Figure 1. Routing congestion map.
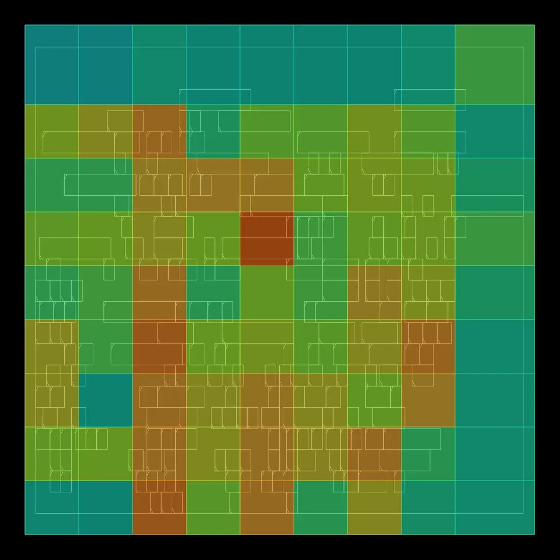
Figure 2. Metal 1.
Scale: 4 px per µm.
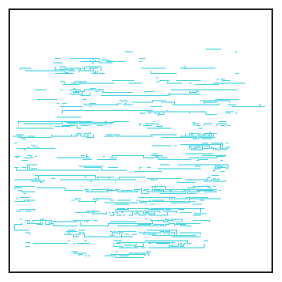
Figure 3. Register map, names as in the netlist.
Scale: 8 px per µm. Other sequential cells in the stronger grey, the rest of the logic in the fainter grey.
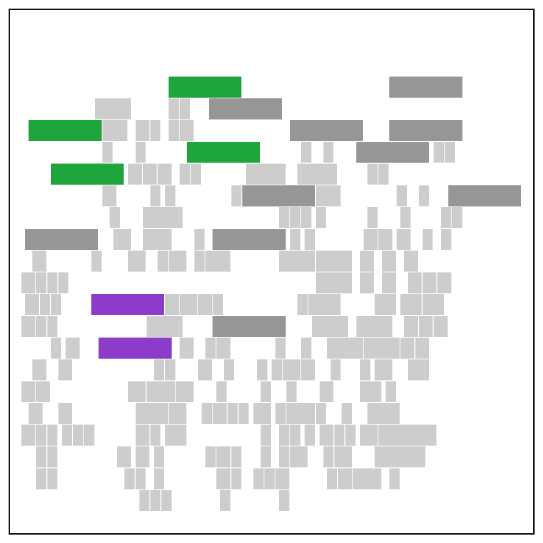
--- config.mk ---
export PLATFORM = sky130hd
export DESIGN_NAME = gate_share_arbiter
export DESIGN_NICKNAME = d
export VERILOG_FILES = /design/src/rtl/gate_share_pkg.sv /design/src/rtl/rr_pick.sv /design/src/rtl/gate_share_arbiter.sv
export SDC_FILE = /design/constraint.sdc
export NUM_CORES = 1
export LEC_CHECK = 0
export ABC_AREA = 1
export CORE_UTILIZATION = 35
export CTS_BUF_LIST = sky130_fd_sc_hd__clkbuf_8 sky130_fd_sc_hd__clkbuf_16
export CTS_CLUSTER_DIAMETER = 30
export DETAILED_ROUTE_END_ITERATION = 10
export DONT_BUFFER_PORTS = 1
export GPL_TIMING_DRIVEN = 0
export SLEW_MARGIN = 0
export SYNTH_ARGS = -nofsm -noshare
export SYNTH_HDL_FRONTEND = slang
export SYNTH_SLANG_ARGS = --single-unit
--- constraint.sdc ---
create_clock -name clk -period 2.7 [get_ports clk]
set_input_delay 0.675 -clock clk [delete_from_list [all_inputs] [get_ports clk]]
set_output_delay 0.675 -clock clk [all_outputs]
set_load 0.01 [all_outputs]
--- src/rtl/gate_share_pkg.sv ---
// Shared definitions for the gate-share arbiter: FSM encodings and a
// constant-evaluable ceiling-log2 used to size pointers and counters.
package gate_share_pkg;

  typedef enum logic [1:0] {
    IDLE = 2'd0,
    OWN  = 2'd1,
    GAP  = 2'd2
  } state_t;

  // Ceiling log2, never less than 1 so a vector sized by it is always legal.
  function automatic int clog2(input int value);
    int res;
    int rem;
    res = 0;
    rem = value - 1;
    while (rem > 0) begin
      res = res + 1;
      rem = rem >> 1;
    end
    return (res < 1) ? 1 : res;
  endfunction

endpackage

--- src/rtl/rr_pick.sv ---
// Combinational round-robin picker: first set request at or above ptr,
// wrapping from NREQ-1 back to 0.
module rr_pick
  import gate_share_pkg::*;
#(
  parameter int NREQ = 4,
  parameter int IW   = clog2(NREQ)
) (
  input  logic [NREQ-1:0] req,
  input  logic [IW-1:0]   ptr,
  output logic [NREQ-1:0] win,
  output logic [IW-1:0]   idx
);

  logic          found;
  int            pos;
  logic [IW-1:0] k;

  // Scan requesters starting at ptr; the first hit wins.
  always_comb begin
    win   = '0;
    idx   = '0;
    found = 1'b0;
    pos   = 0;
    k     = '0;
    for (int i = 0; i < NREQ; i++) begin
      pos = int'(ptr) + i;
      if (pos >= NREQ) pos = pos - NREQ;
      k = IW'(pos);
      if (!found && req[k]) begin
        found  = 1'b1;
        win[k] = 1'b1;
        idx    = k;
      end
    end
  end

endmodule

--- src/rtl/gate_share_arbiter.sv ---
// Time-shares one functional unit among NREQ requesters. An owner keeps the
// unit until it strobes last, drops its request, or overstays HOLD_MAX
// cycles; every ownership is followed by a single dead GAP cycle.
//
// state | meaning
// IDLE  | no owner; arbitrate on any request, grant lands on the next edge
// OWN   | one requester owns the unit, hold counter running
// GAP   | one dead cycle after release before the next arbitration
module gate_share_arbiter
  import gate_share_pkg::*;
#(
  parameter int WD       = 4,
  parameter int NREQ     = 4,
  parameter int HOLD_MAX = 15
) (
  input  logic               clk,
  input  logic               rst_n,
  input  logic [NREQ-1:0]    req,
  input  logic [NREQ-1:0]    last,
  input  logic [NREQ*WD-1:0] op_data,
  output logic [NREQ-1:0]    gnt,
  output logic               busy,
  output logic [WD-1:0]      fu_in,
  output logic               fu_valid,
  output logic               timeout
);

  localparam int IW = clog2(NREQ);
  localparam int CW = clog2(HOLD_MAX + 1);

  state_t          state;
  logic [IW-1:0]   owner;
  logic [IW-1:0]   ptr;
  logic [CW-1:0]   hold_cnt;

  logic [NREQ-1:0] pick_win;
  logic [IW-1:0]   pick_idx;
  logic            rel_last;
  logic            rel_drop;
  logic            expire;
  logic [IW-1:0]   next_ptr;
  logic [WD-1:0]   slice [NREQ];

  rr_pick #(
    .NREQ (NREQ),
    .IW   (IW)
  ) u_rr_pick (
    .req (req),
    .ptr (ptr),
    .win (pick_win),
    .idx (pick_idx)
  );

  // Unpack the operand bus so the owner can index it directly.
  always_comb begin
    for (int k = 0; k < NREQ; k++) begin
      slice[k] = op_data[k*WD +: WD];
    end
  end

  // Release conditions for the current owner; last from others is never looked at.
  always_comb begin
    rel_last = last[owner];
    rel_drop = !req[owner];
    expire   = (hold_cnt == CW'(HOLD_MAX));
    next_ptr = (owner == IW'(NREQ - 1)) ? '0 : owner + IW'(1);
  end

  // Operand routing follows the live request of the owner, zero outside OWN.
  always_comb begin
    fu_in    = '0;
    fu_valid = 1'b0;
    if (state == OWN) begin
      fu_in    = slice[owner];
      fu_valid = req[owner];
    end
  end

  // Ownership FSM with registered grant, busy and timeout.
  always_ff @(posedge clk or negedge rst_n) begin
    if (!rst_n) begin
      state    <= IDLE;
      owner    <= '0;
      ptr      <= '0;
      hold_cnt <= '0;
      gnt      <= '0;
      busy     <= 1'b0;
      timeout  <= 1'b0;
    end else begin
      timeout <= 1'b0;
      case (state)
        IDLE: begin
          if (|req) begin
            state    <= OWN;
            owner    <= pick_idx;
            gnt      <= pick_win;
            busy     <= 1'b1;
            hold_cnt <= '0;
          end
        end
        OWN: begin
          hold_cnt <= hold_cnt + CW'(1);
          if (rel_last || rel_drop || expire) begin
            state   <= GAP;
            gnt     <= '0;
            busy    <= 1'b0;
            ptr     <= next_ptr;
            // A voluntary release in the expiry cycle is not a forced one.
            timeout <= expire && !rel_last && !rel_drop;
          end
        end
        GAP: begin
          state <= IDLE;
        end
        default: begin
          state <= IDLE;
          gnt   <= '0;
          busy  <= 1'b0;
        end
      endcase
    end
  end

endmodule

==> run summary <==
Quick summary of the implementation run below.

For this design, Yosys synthesis ends with a cell count of 207. The main area contributors are dfrtp_1 28%, nand2_1 15%, ha_1 8.0%. The cts-stage hold buffer count is 0. The library cells used most frequently in the layout, excluding fill and tap cells, are 57 x nand2_1, 24 x nor2_1, 22 x nand3_1. Combinational cells account for 67.7% of the total power. The worst-case IR drop observed on VDD is 0.400 mV. The maximum achievable frequency is about 0.47 GHz. The synthesis run identifies the leading combinational cell family as simple AND/OR/NAND/NOR gates. The largest stage delay on the critical path came out at 0.53 ns.

The areal power density over the cells came out at 1270 nW/µm². The count of inverters not on the clock network in the layout is 20. The dominant cell type by area after synthesis is dfrtp_1. The detailed-router iteration count before antenna repair is 4. In the routed design, unresolved DRC markers number 0.

The critical path depth in cells came out at 10. The final max-slew violation count recorded for this run is 0. The net switching power figure came out at 1.03 mW.

The data required time reported for the critical path is 2.88 ns. The run finished with clean final reports. The max-slew headroom at the worst pin is 78.1%.
Notes on Figure 1 above:
Util after Layout: 40.3%
Total Routing Usage GR: 15.9%
routing usage on met3: 3.82%

Notes on Figure 2 above:
longest straight run: 22.5 µm
main direction: horizontal
nets with wire on the layer: 212
share of all routed wire: 49%
wire length on this layer: 1530 µm

Notes on Figure 3 above:
| colour | signal | placed flops |
|---|---|---|
| green | hold_cnt | 4 |
| purple | owner | 2 |
not coloured: 10
FF/Latch Area: 400 µm²
flop share of the area: 26.6%
Seq. pwr: 0.441 mW

layer usage:
layer	part of all wire [%]	vias up	global-route usage [%]	wire length, µm
li1	-	684	-	-
met1	49	580	20.4	1530
met5	0	-	0	0
met3	4.4	2	3.82	138
met4	0.19	0	1.63	6
met2	47	36	27.7	1460
stage by stage:
stage | hold WS [ns] | worst slack [ns] | power [mW] | util (%)
6_report | 0.120 | 0.578 | 1.92 | 40.3
5_1_grt | 0.106 | 0.376 | 2.14 | 40.3
4_1_cts | 0.112 | 0.583 | 1.93 | 40.3
3_5_place_dp | 0.380 | 0.607 | 1.75 | 39.2
3_3_place_gp | 0.380 | 0.600 | 1.73 | 39.2
2_1_floorplan | 0.379 | 0.957 | 1.49 | -
Power is estimated from default activity; no workload was simulated.
